## src/rtl/spi_ctrl_seq.sv

```systemverilog
// spi_ctrl_seq: byte-burst sequencer for the SPI peripheral.
// Watches the control register's send bit, walks the TX buffer through the
// shift engine, stores received bytes in the RX buffer, and writes progress
// and completion back through the control register's priority write port.
module spi_ctrl_seq #(
   parameter int AW = 9,
   parameter int DW = 8
) (
   input  logic          clk_i,
   input  logic          rst_i,
   input  logic [31:0]   ctrl_i,
   output logic          ctrl_wr_o,
   output logic [31:0]   ctrl_data_o,
   output logic [AW-1:0] buf_addr_o,
   input  logic [DW-1:0] tx_data_i,
   output logic          rx_we_o,
   output logic [DW-1:0] rx_data_o,
   output logic          spi_start_o,
   output logic [DW-1:0] spi_tx_o,
   input  logic          spi_done_i,
   input  logic [DW-1:0] spi_rx_i,
   output logic          cs_n_o,
   output logic          busy_o
);

   // Control register field layout.
   localparam int SEND_BIT = 0;
   localparam int ALL1_BIT = 1;
   localparam int ALL0_BIT = 2;
   localparam int NTX_LSB  = 4;
   localparam int NRX_LSB  = 16;
   localparam int FIELD_W  = 9;

   typedef enum logic [2:0] {
      S_IDLE,
      S_RD_TX,
      S_LOAD,
      S_WAIT,
      S_STORE,
      S_DONE
   } state_t;

   state_t        state_q, state_d;
   logic [31:0]   ctrl_q, ctrl_d;
   logic [AW-1:0] cnt_q, cnt_d;
   logic [AW-1:0] addr_q, addr_d;
   logic [DW-1:0] tx_q, tx_d;
   logic [DW-1:0] rx_q, rx_d;
   logic [31:0]   wb_q, wb_d;
   logic          wr_q, wr_d;
   logic          we_q, we_d;
   logic          start_q, start_d;
   logic          cs_n_q, cs_n_d;
   logic          busy_q, busy_d;

   logic [AW-1:0] n_tx_end;
   logic          last_byte;
   logic [31:0]   wb_value;

   // Burst length comes from the copy latched at start, so software writes
   // to the live register during a burst cannot shorten or extend it.
   assign n_tx_end  = ctrl_q[NTX_LSB +: AW];
   assign last_byte = (cnt_q == n_tx_end);

   // Write-back word: latched control value with progress and send status.
   always_comb begin
      wb_value = ctrl_q;
      wb_value[NRX_LSB +: FIELD_W] = FIELD_W'(cnt_q);
      wb_value[SEND_BIT] = ~last_byte;
   end

   // Next-state and next-output logic; every output is registered.
   always_comb begin
      // NOTE: every signal gets a default before the case so no path leaves
      // one unassigned, which would otherwise infer a latch.
      state_d = state_q;
      ctrl_d  = ctrl_q;
      cnt_d   = cnt_q;
      addr_d  = addr_q;
      tx_d    = tx_q;
      rx_d    = rx_q;
      wb_d    = wb_q;
      wr_d    = 1'b0;
      we_d    = 1'b0;
      start_d = 1'b0;

      case (state_q)
         S_IDLE: begin
            if (ctrl_i[SEND_BIT]) begin
               ctrl_d  = ctrl_i;
               cnt_d   = '0;
               addr_d  = '0;
               state_d = S_RD_TX;
            end
         end
         S_RD_TX: begin
            // The buffer address is already presented; read data arrives next cycle.
            state_d = S_LOAD;
         end
         S_LOAD: begin
            if (ctrl_q[ALL1_BIT]) begin
               tx_d = {DW{1'b1}};
            end else if (ctrl_q[ALL0_BIT]) begin
               tx_d = '0;
            end else begin
               tx_d = tx_data_i;
            end
            start_d = 1'b1;
            state_d = S_WAIT;
         end
         S_WAIT: begin
            if (spi_done_i) begin
               rx_d    = spi_rx_i;
               we_d    = 1'b1;
               wr_d    = 1'b1;
               wb_d    = wb_value;
               state_d = S_STORE;
            end
         end
         S_STORE: begin
            if (last_byte) begin
               state_d = S_DONE;
            end else begin
               cnt_d   = cnt_q + 1'b1;
               addr_d  = cnt_q + 1'b1;
               state_d = S_RD_TX;
            end
         end
         S_DONE: begin
            // One dead cycle so the stale send bit is not seen while the clear lands.
            state_d = S_IDLE;
         end
         default: state_d = S_IDLE;
      endcase

      // Chip select and busy follow the state being entered, so they are
      // registered yet still change in the first cycle of that state.
      cs_n_d = (state_d == S_IDLE) || (state_d == S_DONE);
      busy_d = ~cs_n_d;
   end

   // State and output registers with synchronous reset.
   always_ff @(posedge clk_i) begin
      if (rst_i) begin
         state_q <= S_IDLE;
         ctrl_q  <= '0;
         cnt_q   <= '0;
         addr_q  <= '0;
         tx_q    <= '0;
         rx_q    <= '0;
         wb_q    <= '0;
         wr_q    <= 1'b0;
         we_q    <= 1'b0;
         start_q <= 1'b0;
         cs_n_q  <= 1'b1;
         busy_q  <= 1'b0;
      end else begin
         // NOTE: non-blocking assignments so every register samples the values
         // from before this edge, independent of statement order.
         state_q <= state_d;
         ctrl_q  <= ctrl_d;
         cnt_q   <= cnt_d;
         addr_q  <= addr_d;
         tx_q    <= tx_d;
         rx_q    <= rx_d;
         wb_q    <= wb_d;
         wr_q    <= wr_d;
         we_q    <= we_d;
         start_q <= start_d;
         cs_n_q  <= cs_n_d;
         busy_q  <= busy_d;
      end
   end

   assign ctrl_wr_o   = wr_q;
   assign ctrl_data_o = wb_q;
   assign buf_addr_o  = addr_q;
   assign rx_we_o     = we_q;
   assign rx_data_o   = rx_q;
   assign spi_start_o = start_q;
   assign spi_tx_o    = tx_q;
   assign cs_n_o      = cs_n_q;
   assign busy_o      = busy_q;

endmodule

```

## config.mk

```make
export PLATFORM = sky130hd
export DESIGN_NAME = spi_ctrl_seq
export DESIGN_NICKNAME = d
export VERILOG_FILES = /design/src/rtl/spi_ctrl_seq.sv
export SDC_FILE = /design/constraint.sdc
export NUM_CORES = 1
export LEC_CHECK = 0
export CAP_MARGIN = 20
export CORE_ASPECT_RATIO = 0.75
export CORE_MARGIN = 2
export CORE_UTILIZATION = 40
export CTS_CLUSTER_SIZE = 28
export DETAILED_ROUTE_END_ITERATION = 6
export GPL_TIMING_DRIVEN = 0
export PLACE_DENSITY = 0.82
export SYNTH_ARGS = -nofsm -noshare
export SYNTH_HDL_FRONTEND = slang
export SYNTH_SLANG_ARGS = --single-unit
export TNS_END_PERCENT = 10
```

## constraint.sdc

```tcl
create_clock -name clk_i -period 3.4 [get_ports clk_i]
set_clock_uncertainty 0.2 [all_clocks]
set_input_delay 0.34 -clock clk_i [delete_from_list [all_inputs] [get_ports clk_i]]
set_output_delay 0.34 -clock clk_i [all_outputs]
set_load 0.02 [all_outputs]
```

### Clock distribution

Drawn at 2 px/um.
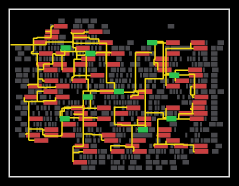
- cells driving clock nets: green (count 9)
- clock wires: yellow (length 912 um)
- flip-flops: red (count 86)
- flops lie: all over the die

==> flow_summary.json <==
{
  "final_cell_mix": "131 x nand2_1, 102 x clkdlybuf4s50_1, 86 x dfxtp_1, 79 x a21oi_1, 26 x clkbuf_1",
  "status": "finished, final reports clean",
  "cts_root_buf": "clkbuf_8",
  "synth_top_area_share_pct": 51.8,
  "switching_share_pct": 24.9,
  "largestClassByArea": "sequential cells",
  "areaGrowthSynthToFinish_pct": 40.7,
  "max-slew-margin-rel_pct": 22.8,
  "cts_buffers": 9,
  "drive_above_1_share_pct": 6.06,
  "synthAdderAreaFrac_pct": 0.376,
  "required_ns": 3.45,
  "timing.rr.end": "buf_addr_o[3]",
  "grt_pass1_vias": 3002,
  "antenna_found_initial": 0,
  "syn_area_um2": 3320,
  "cp.depth": 6,
  "final-clk-cell-share_pct": 4.31,
  "cts_setup_buffers": 0,
  "seq_cells": 86,
  "fp.dieH_um": 83.0,
  "arrival_ns": 2.62,
  "cts_tree": "yes",
  "min_from": "rst_i",
  "simple_gate_share_pct": 22.5,
  "critPathKind": "in2reg",
  "xor_area_share_pct": 2.37,
  "dp.final_hpwl_mm": 6.67,
  "sh_comb_area_pct": 30.1,
  "yosys-top-cells-count": "131 x nand2_1, 86 x dfxtp_1, 79 x a21oi_1",
  "wl_met1_mm": 4.05,
  "pre_cts_ws_ns": 0.546,
  "dp.cells": 619,
  "finalPower_w": 0.00212,
  "setup_tns_ns": 0,
  "ys_chip_area_um2": 3320,
  "cp_top_family": "simple AND/OR/NAND/NOR gates",
  "top_cell": "nand2_1",
  "rows": 28,
  "r2r-start": "state_q[0]",
  "edf_count": 0,
  "tap_cells": 105,
  "clockBufferCount": 10,
  "core_area_um2": 7990,
  "holdPathEnd": "state_q[1]",
  "via_per_inst": 5.13,
  "nets": 577,
  "gp_congestion": 0.880,
  "crit_end": "buf_addr_o[3]",
  "cp_slowest_cell": "nor4b_1",
  "largest_register_ffs": 32,
  "switching_power_w": 0.000528,
  "pg_seq_w": 0.00108,
  "setup_ws_ns": 0.830,
  "p_int_w": 0.00159,
  "postLayoutCoreUtil_pct": 58.6,
  "rsz0062_at_grt": "false",
  "finalClockPeriodUsage_pct": 75.6,
  "warnings": 35,
  "busiest_layer": "met2",
  "route.detailed.drc": 0,
  "yosys-top-cells-area": "dfxtp_1 52%, nand2_1 15%, a21oi_1 12%, clkbuf_1 2.8%, xor2_1 2.4%",
  "start_kind": "input port"
}
### Close-up of the layout

Region (72, 11) to (92, 31) um. Cells in gray, sequential cells in the stronger gray; small squares are vias.
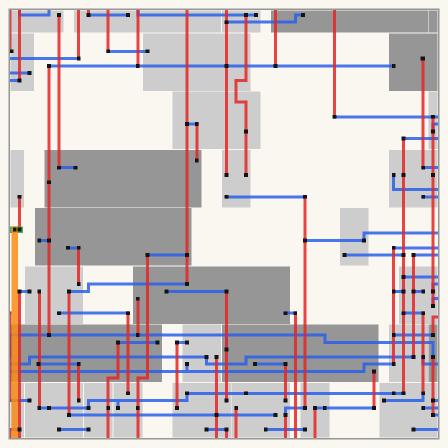
- met1: blue
- met2: red
- met3: green
- met4: orange
- most frequent: a211oi_1 (6), dfxtp_1 (5), nor2_1 (4)
- sequential cells in the window: 5
- cells with their middle in the window: 21
- netlist names of flops here include: `spi_tx_o` (4), `state_q` (1)

